File: config.mk
export PLATFORM = sky130hd
export DESIGN_NAME = sel_status_tx
export DESIGN_NICKNAME = d
export VERILOG_FILES = /design/src/rtl/sel_status_tx.sv
export SDC_FILE = /design/constraint.sdc
export NUM_CORES = 1
export LEC_CHECK = 0
export ABC_CLOCK_PERIOD_IN_PS = 2600
export CAP_MARGIN = 10
export CORE_UTILIZATION = 40
export CTS_CLUSTER_SIZE = 24
export DETAILED_ROUTE_END_ITERATION = 7
export PLACE_DENSITY = 0.59
export SYNTH_ARGS = -nofsm -noshare
export SYNTH_HDL_FRONTEND = slang
export SYNTH_SLANG_ARGS = --single-unit
File: constraint.sdc
create_clock -name I_clk -period 2.6 [get_ports I_clk]
set_clock_uncertainty 0.1 [all_clocks]
set_input_delay 0.52 -clock I_clk [delete_from_list [all_inputs] [get_ports I_clk]]
set_output_delay 0.52 -clock I_clk [all_outputs]
set_load 0.01 [all_outputs]
File: src/rtl/sel_status_tx.sv
// sel_status_tx
// Serial status transmitter for the 6x2 antenna switch. Reports the current
// A/B antenna selection and the local/remote mode to the remote controller as
// one 8N1 UART byte, LSB first:
//     bit7 = 1 (sync marker), bit6 = remote, bits5:3 = A, bits2:0 = B.
// A frame is sent whenever the reported status differs from the last frame
// sent, on a single-cycle force request, and on a periodic idle refresh.
//
// Parameters:
//     CLK_DIV       clock cycles per UART bit (>= 2)
//     REFRESH_BITS  idle bit-periods between refresh frames (0 = no refresh)
//
// Ports:
//     I_clk          system clock
//     I_rst          asynchronous active-high reset
//     I_A, I_B       selected antenna for radio A / radio B (BCD, unchecked)
//     I_remote       1 = remote control active, 0 = local
//     I_force        single-cycle request to send a frame now
//     O_txd          UART serial output, idle high
//     O_busy         high from the first start-bit cycle to the last stop-bit cycle
//     O_frame_done   one-cycle pulse on the cycle after the stop bit ends

module sel_status_tx #(
    parameter int CLK_DIV      = 1042,
    parameter int REFRESH_BITS = 9600
) (
    input  logic       I_clk,
    input  logic       I_rst,
    input  logic [2:0] I_A,
    input  logic [2:0] I_B,
    input  logic       I_remote,
    input  logic       I_force,
    output logic       O_txd,
    output logic       O_busy,
    output logic       O_frame_done
);

    localparam int BAUD_W    = (CLK_DIV > 1) ? $clog2(CLK_DIV) : 1;
    localparam int REFRESH_W = (REFRESH_BITS > 0) ? $clog2(REFRESH_BITS + 1) : 1;

    localparam logic [BAUD_W-1:0] BAUD_LAST = BAUD_W'(CLK_DIV - 1);

    localparam int                   REFRESH_LAST_INT = (REFRESH_BITS > 0) ? REFRESH_BITS - 1 : 0;
    localparam logic [REFRESH_W-1:0] REFRESH_LAST     = REFRESH_W'(REFRESH_LAST_INT);

    localparam logic [1:0] ST_IDLE  = 2'd0;
    localparam logic [1:0] ST_START = 2'd1;
    localparam logic [1:0] ST_DATA  = 2'd2;
    localparam logic [1:0] ST_STOP  = 2'd3;

    logic [1:0]           state;
    logic [BAUD_W-1:0]    baud_cnt;
    logic [2:0]           bit_cnt;
    logic [REFRESH_W-1:0] refresh_cnt;
    logic [7:0]           shift_reg;
    logic [7:0]           last_sent;
    logic                 last_valid;
    logic                 pending;

    logic [7:0] snapshot;
    logic       changed;
    logic       baud_end;
    logic       refresh_fire;
    logic       send_req;
    logic       load;

    // Status byte as it would be sent right now, and whether it differs from
    // the last byte actually put on the line. Before the first frame the
    // last-sent copy is invalid, so everything counts as a change.
    assign snapshot = {1'b1, I_remote, I_A, I_B};
    assign changed  = !last_valid || (snapshot != last_sent);
    assign baud_end = (baud_cnt == BAUD_LAST);

    // The refresh timer only advances while idle with nothing pending, so it
    // fires on the last cycle of its REFRESH_BITS-th idle bit-period and the
    // frame is loaded in that same cycle.
    assign refresh_fire = (REFRESH_BITS != 0) && (state == ST_IDLE) && !pending
                          && baud_end && (refresh_cnt == REFRESH_LAST);

    // Any trigger seen in IDLE starts a frame immediately, so the start bit
    // appears on the line one cycle after the triggering cycle.
    assign send_req = pending || changed || I_force || refresh_fire;
    assign load     = (state == ST_IDLE) && send_req;

    // Pending latches triggers that arrive while a frame is on the line.
    // Several triggers during one frame collapse into a single follow-up
    // frame, which carries whatever the inputs are when it is loaded.
    always_ff @(posedge I_clk or posedge I_rst) begin
        if (I_rst) begin
            pending <= 1'b1;
        end else if (load) begin
            pending <= 1'b0;
        end else if (changed || I_force) begin
            pending <= 1'b1;
        end
    end

    // Frame sequencer. The shift register is loaded exactly once per frame,
    // so input changes mid-frame never corrupt the byte being sent. All
    // outputs are registered; a reset mid-frame drops the line back to idle
    // high at once and no frame-done pulse follows.
    always_ff @(posedge I_clk or posedge I_rst) begin
        if (I_rst) begin
            state        <= ST_IDLE;
            baud_cnt     <= '0;
            bit_cnt      <= '0;
            refresh_cnt  <= '0;
            shift_reg    <= '0;
            last_sent    <= '0;
            last_valid   <= 1'b0;
            O_txd        <= 1'b1;
            O_busy       <= 1'b0;
            O_frame_done <= 1'b0;
        end else begin
            O_frame_done <= 1'b0;
            case (state)
                ST_IDLE: begin
                    if (load) begin
                        shift_reg   <= snapshot;
                        last_sent   <= snapshot;
                        last_valid  <= 1'b1;
                        baud_cnt    <= '0;
                        bit_cnt     <= '0;
                        refresh_cnt <= '0;
                        O_txd       <= 1'b0;
                        O_busy      <= 1'b1;
                        state       <= ST_START;
                    end else if (!pending) begin
                        if (baud_end) begin
                            baud_cnt <= '0;
                            if (REFRESH_BITS != 0) begin
                                refresh_cnt <= refresh_cnt + 1'b1;
                            end
                        end else begin
                            baud_cnt <= baud_cnt + 1'b1;
                        end
                    end
                end

                ST_START: begin
                    if (baud_end) begin
                        baud_cnt  <= '0;
                        bit_cnt   <= '0;
                        O_txd     <= shift_reg[0];
                        shift_reg <= {1'b0, shift_reg[7:1]};
                        state     <= ST_DATA;
                    end else begin
                        baud_cnt <= baud_cnt + 1'b1;
                    end
                end

                ST_DATA: begin
                    if (baud_end) begin
                        baud_cnt <= '0;
                        if (bit_cnt == 3'd7) begin
                            O_txd <= 1'b1;
                            state <= ST_STOP;
                        end else begin
                            bit_cnt   <= bit_cnt + 1'b1;
                            O_txd     <= shift_reg[0];
                            shift_reg <= {1'b0, shift_reg[7:1]};
                        end
                    end else begin
                        baud_cnt <= baud_cnt + 1'b1;
                    end
                end

                ST_STOP: begin
                    if (baud_end) begin
                        baud_cnt     <= '0;
                        O_busy       <= 1'b0;
                        O_frame_done <= 1'b1;
                        state        <= ST_IDLE;
                    end else begin
                        baud_cnt <= baud_cnt + 1'b1;
                    end
                end

                default: begin
                    state <= ST_IDLE;
                end
            endcase
        end
    end

endmodule

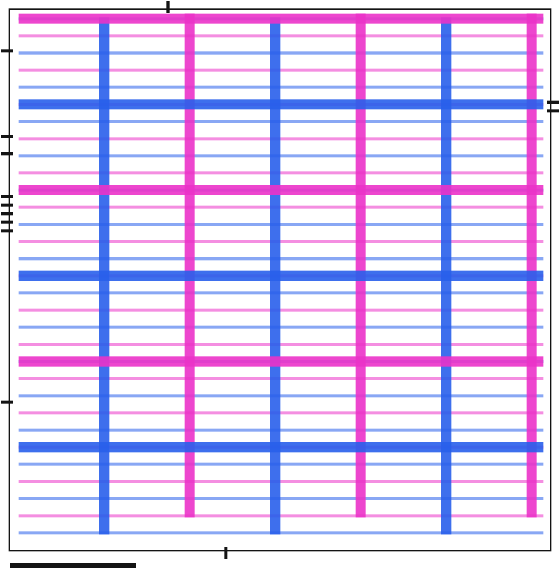
Fig. 1. Power grid.
Bar = 20 um. Pins as bars on the die edge.
[VDD] magenta
[VSS] blue
rows: 30
met4 straps: 6
met5 straps: 6
met1 rails: 31

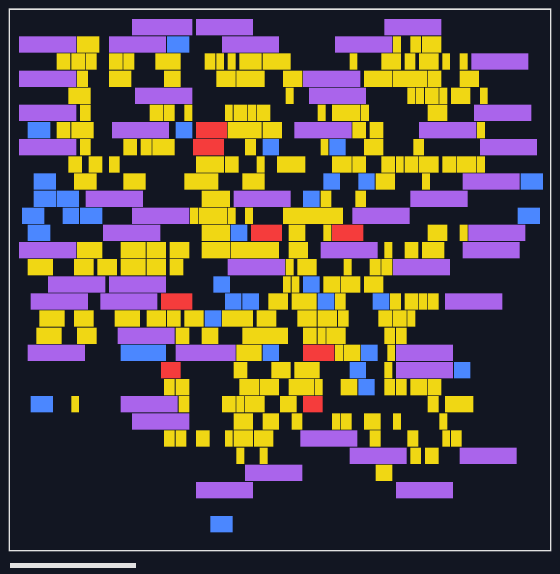
Fig. 2. Cells coloured by class.
Bar = 20 um.
[clock drivers and dummy loads] red | cells: 8
[all other logic] yellow | cells: 208
[flops] purple | cells: 50
[other buffers and delay cells] blue | cells: 33

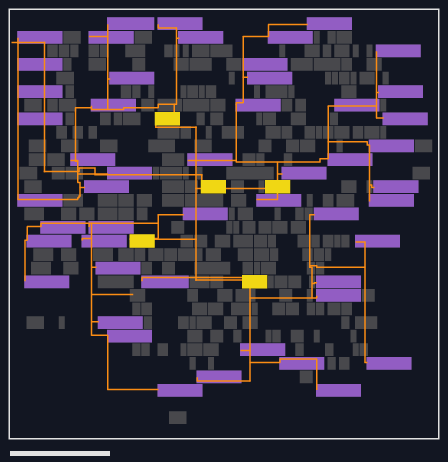
Fig. 3. Routed clock nets over the placement.
Bar = 20 um.
[cells driving clock nets] yellow | count: 5
[flip-flops] purple | count: 50
[clock wires] orange | length: 688 um
flops lie: all over the die
routed clock nets: 6

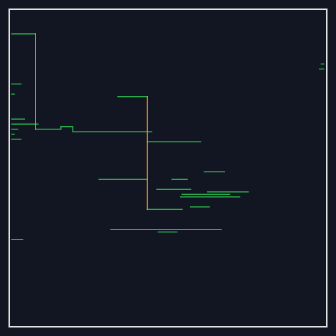
Fig. 4. Routed metal, one colour a layer.
Two of the layers only.
[met3] green | wire length: 207 um
[met4] orange | wire length: 56.4 um

## placed cells by master, fill, tap and decap left out, drive strengths merged, types with 3 or more instances in the layout
cell	instances
and3	3
dfrtp	48
a31oi	8
nand4	7
o31ai	3
clkbuf	6
nand4b	3
clkdlybuf4s50	12
nor3	3
xor2	7
nand3	8
mux2i	9
o211ai	3
o21ai	9
nand2	17
buf	21
nor2	23
xnor2	11
a21oi	16
nor2b	3
or3	6
and4	6
mux2	9
inv	9
ha	10
o311ai	4
and2	4
## worst reg2reg max path: cells and delay by family (launching register included)
kind                       cells  cell delay [ns]
AOI/OAI and AO/OA              1             0.12
muxes                          1             0.37
and+or+nand+nor                3             1.07
buffers and inverters          1             0.11
adders and majority gates      1             0.17
DFF                            1             0.42
## final timing paths
path / end / cells after the start / from / slack [ns]
max: last_sent[6]$_DFFE_PP0P_ / 7 / state[1]$_DFFE_PP0P_ / 0.14
min: refresh_cnt[13]$_DFFE_PP0P_ / 2 / I_rst / 0.37
max reg2reg: last_sent[6]$_DFFE_PP0P_ / 7 / state[1]$_DFFE_PP0P_ / 0.14
min reg2reg: last_sent[7]$_DFFE_PP0P_ / 1 / last_sent[7]$_DFFE_PP0P_ / 0.37
max in group asynchronous: O_txd$_DFFE_PP1P_ / 3 / I_rst / 1.47
min in group I_clk: last_sent[7]$_DFFE_PP0P_ / 1 / last_sent[7]$_DFFE_PP0P_ / 0.37
## per-stage QoR
step / area [sq um] / setup slack (ns) / hold slack [ns] / utilization
final: 3263 / 0.1382 / 0.3688 / 0.4803
after global routing: 3263 / 0.02808 / 0.4057 / 0.4803
after CTS: 3263 / 0.1159 / 0.3719 / 0.4803
after detailed placement: 3163 / 0.07267 / 0.3467 / 0.4656
after global placement: 3163 / 0.1007 / 0.3613 / 0.4656
after floorplan: 2803 / 0.02292 / 0.3304 / -
==> git commit body <==
Log flow metrics for this revision

- P_int: 0.001031 W
* Switching share of total power: 0.2335
- Cell with the most instances after synthesis: sky130_fd_sc_hd__dfrtp_1
- After synthesis, the share of cell area in mux cells is 0.06964.
- Vias: 2111
- During tapcell insertion the tool placed 96 well taps.
- Per the repair_timing log after CTS, setup buffers inserted total 0.
- Most used routing layer: met2
- The global routing report lists met1 layer usage as 0.2500.
* CTS hold repair buffers: 0
* Fraction of power consumed by the clock network: 0.370
- Multi-input gate area: 0.001465 sq mm
- Per the layout report, the design carries 6 clock buffers.
- The number of warnings reported in the stage logs is 31.
- Max IR drop VDD: 249.2 uV
* Worst EP arrival: 2.55 ns
* Layout non-clock buf frac: 0.08896
- Sequential cell power: 0.000786 W
- Setup violators final: 0
- As reported, the later end of the worst-skew pair has a clock insertion delay of 0.31 ns.
- Fraction of area in registers: 0.3842
- In the layout the tool counted multi-input logic cells amounting to 199.
- Top Metal Used: met4
* Metal2 WL: 2.671 mm
- The power report lists the combinational group at 0.0000614 W.
* Adder Area Share: 0.04464
- Of the post-synthesis cell area, the dominant cell type holds 0.4286.
- Met3 global-route usage: 0.03465
- Comb/total area: 0.4490
- Setup repair after global routing left no endpoint under its margin.
- Counting distinct cell types in the post-synthesis netlist gives 61.
- The initial utilization of the core area, before any placement, comes to 0.4125.
- Of all nets on the critical path, the largest fanout is 9.
- 1st-iter DRT viols: 124
* Period utilisation layout: 0.9468
- In this run the worst hold path is classified as in -> async.
- In the final layout, excluding clock inverters the inverter count is 9.
- sky130_fd_sc_hd__dfrtp_1 takes more of the synthesized area than any other cell.
- Critical-path cell list: inv_1, ha_1, or4b_4, nor4_4, a211oi_4, nor2_4, mux2_2
- A synthesized cell averages 10.58 sq um.
* Layout-stage area growth over the synthesis result: 16.43%
* Antenna violations before repair: 0
- CTS sink count: 50
* Psw: 0.0003141 W
* Crit path DRT: 2.69 ns
- Per the OpenROAD floorplan log, the area of the core is 0.006794 sq mm.
- Per the post-route antenna check, the number of violating nets is 0.
- The area recorded from the Yosys report for this design is 0.002803 sq mm.
- For reference, the most critical setup path is categorized as reg -> reg.
- The detailed router reports a met3 wire length of 207 um.
* Number of I/O pins: 13
- In the final design database the tool counted 318 nets.
- Max transition margin: 0.7140
* Main kind of combinational logic by area: simple AND/OR/NAND/NOR gates
* Power per cell area: 412.3 mW/mm^2
- The worst setup path is captured at a flop.
- Most used standard cells in the synthesized netlist: 48 x sky130_fd_sc_hd__dfrtp_1, 22 x sky130_fd_sc_hd__nor2_1, 17 x sky130_fd_sc_hd__nand2_1
- Post-layout minimum cycle time: 2.462 ns
- The completed layout was analyzed and its total power is 0.001345 W.
- In this run the full chip footprint comes out at 0.007345 sq mm.
* Vias in the first global route: 2100
- Slew @ Worst Pin: 0.4236 ns
- The number of sequential cells reported for the layout is 50.
* Met2 usage in global routing: 0.2807
- The power report lists the clock group at 0.000498 W.
- Die boundary height: 85.71 um
- Port-buffer cells: 12
- Area share of xor/xnor cells in the synthesized design: 0.05625
* Pin count of the biggest net entering global routing: 39
- The register with the most flip-flops in the layout has 14 of them.
* Number of diodes: 0
* Chip Width: 85.71 um
- The final max-slew violation count recorded for this run is 0.
* Mapped Cells: 265
* Synthesized-area fraction occupied by and/or/nand/nor cells: 0.1973
- Largest registers ranked by flip-flop count: refresh_cnt x14, baud_cnt x11
- The run finished with clean final reports.
- The root buffer cell chosen for the clock tree is sky130_fd_sc_hd__clkbuf_8.
* Standard-cell row count: 30
- Warnings from Yosys: 0
- Drt drc: 0
* Clock buffer depth: 2
- refresh_cnt holds more flip-flops than any other register.
* # Cells Yosys: 265
* Max-cap violations: 0
- Fill cells in the final layout number 645.
- Leakage power of the design: 1.409 nW
- Summed over all failing endpoints, the final setup total negative slack is 0 ns.
- For this run the aggregate overflow at the end of global routing stands at 0.
- Comb power frac: 0.046
* Max frequency: 406.2 MHz
- The group that draws the most power in this run is registers.
* Non-Clock Buffer Count: 33
- The script reports the combined buffer and inverter count of the critical path as 1.
* TritonCTS clock tree: yes
- For this run, the detailed router reports a per-instance via density of 5.344.
* Routability Congestion: 0.8557
- The H-tree was split into 2 levels.
* Total track usage: 0.1775
- Once placement completed, the tool counted placed cells totaling 387.
- Leaving out filler cells and counting taps, the final layout contains 395.
- Per the synth stats, the proportion of register bits with asynchronous set or reset is 1.000.
- After clock tree synthesis, the repair step resized 0 gates.
* Synth top area cells: sky130_fd_sc_hd__dfrtp_1 43%, sky130_fd_sc_hd__ha_1 4.5%, sky130_fd_sc_hd__xnor2_1 3.4%
- Fraction of final layout cells with drive strength greater than 1: 0.1739
- Total length of routed wires: 5.782 mm
- The worst setup path is launched from a flop.
- Looking at the cell usage after synthesis, the top flip-flop cell is sky130_fd_sc_hd__dfrtp_1.
- Part of the power in registers: 0.584
* Clock-cell share of area: 0.03067
- Hold-check failures listed in the final report amount to 0.
- After detailed routing, the average wire length per cell comes to 14.64 um.
* Critical-path top delay cell: sky130_fd_sc_hd__or4b_4
* Cell type taking the most area: logic gates
- Registers take 0.001254 sq mm.
- TritonRoute pass-1 iters: 4
* Clock transition at the registers of the reported paths: 0.10 ns
* Flip-flop and latch count after synthesis: 50
* Clock buffers created by TritonCTS: 5
* Wire length of the first global-routing pass: 10.32 mm
* Slowest Stage Delay on Critical Path: 0.49 ns
* Post-synth seq share: 0.4473
* Synthesized-area fraction occupied by ao, oa, aoi and oai cells: 0.1549
Power figures rest on the tool's default switching activity, not on a simulated workload.
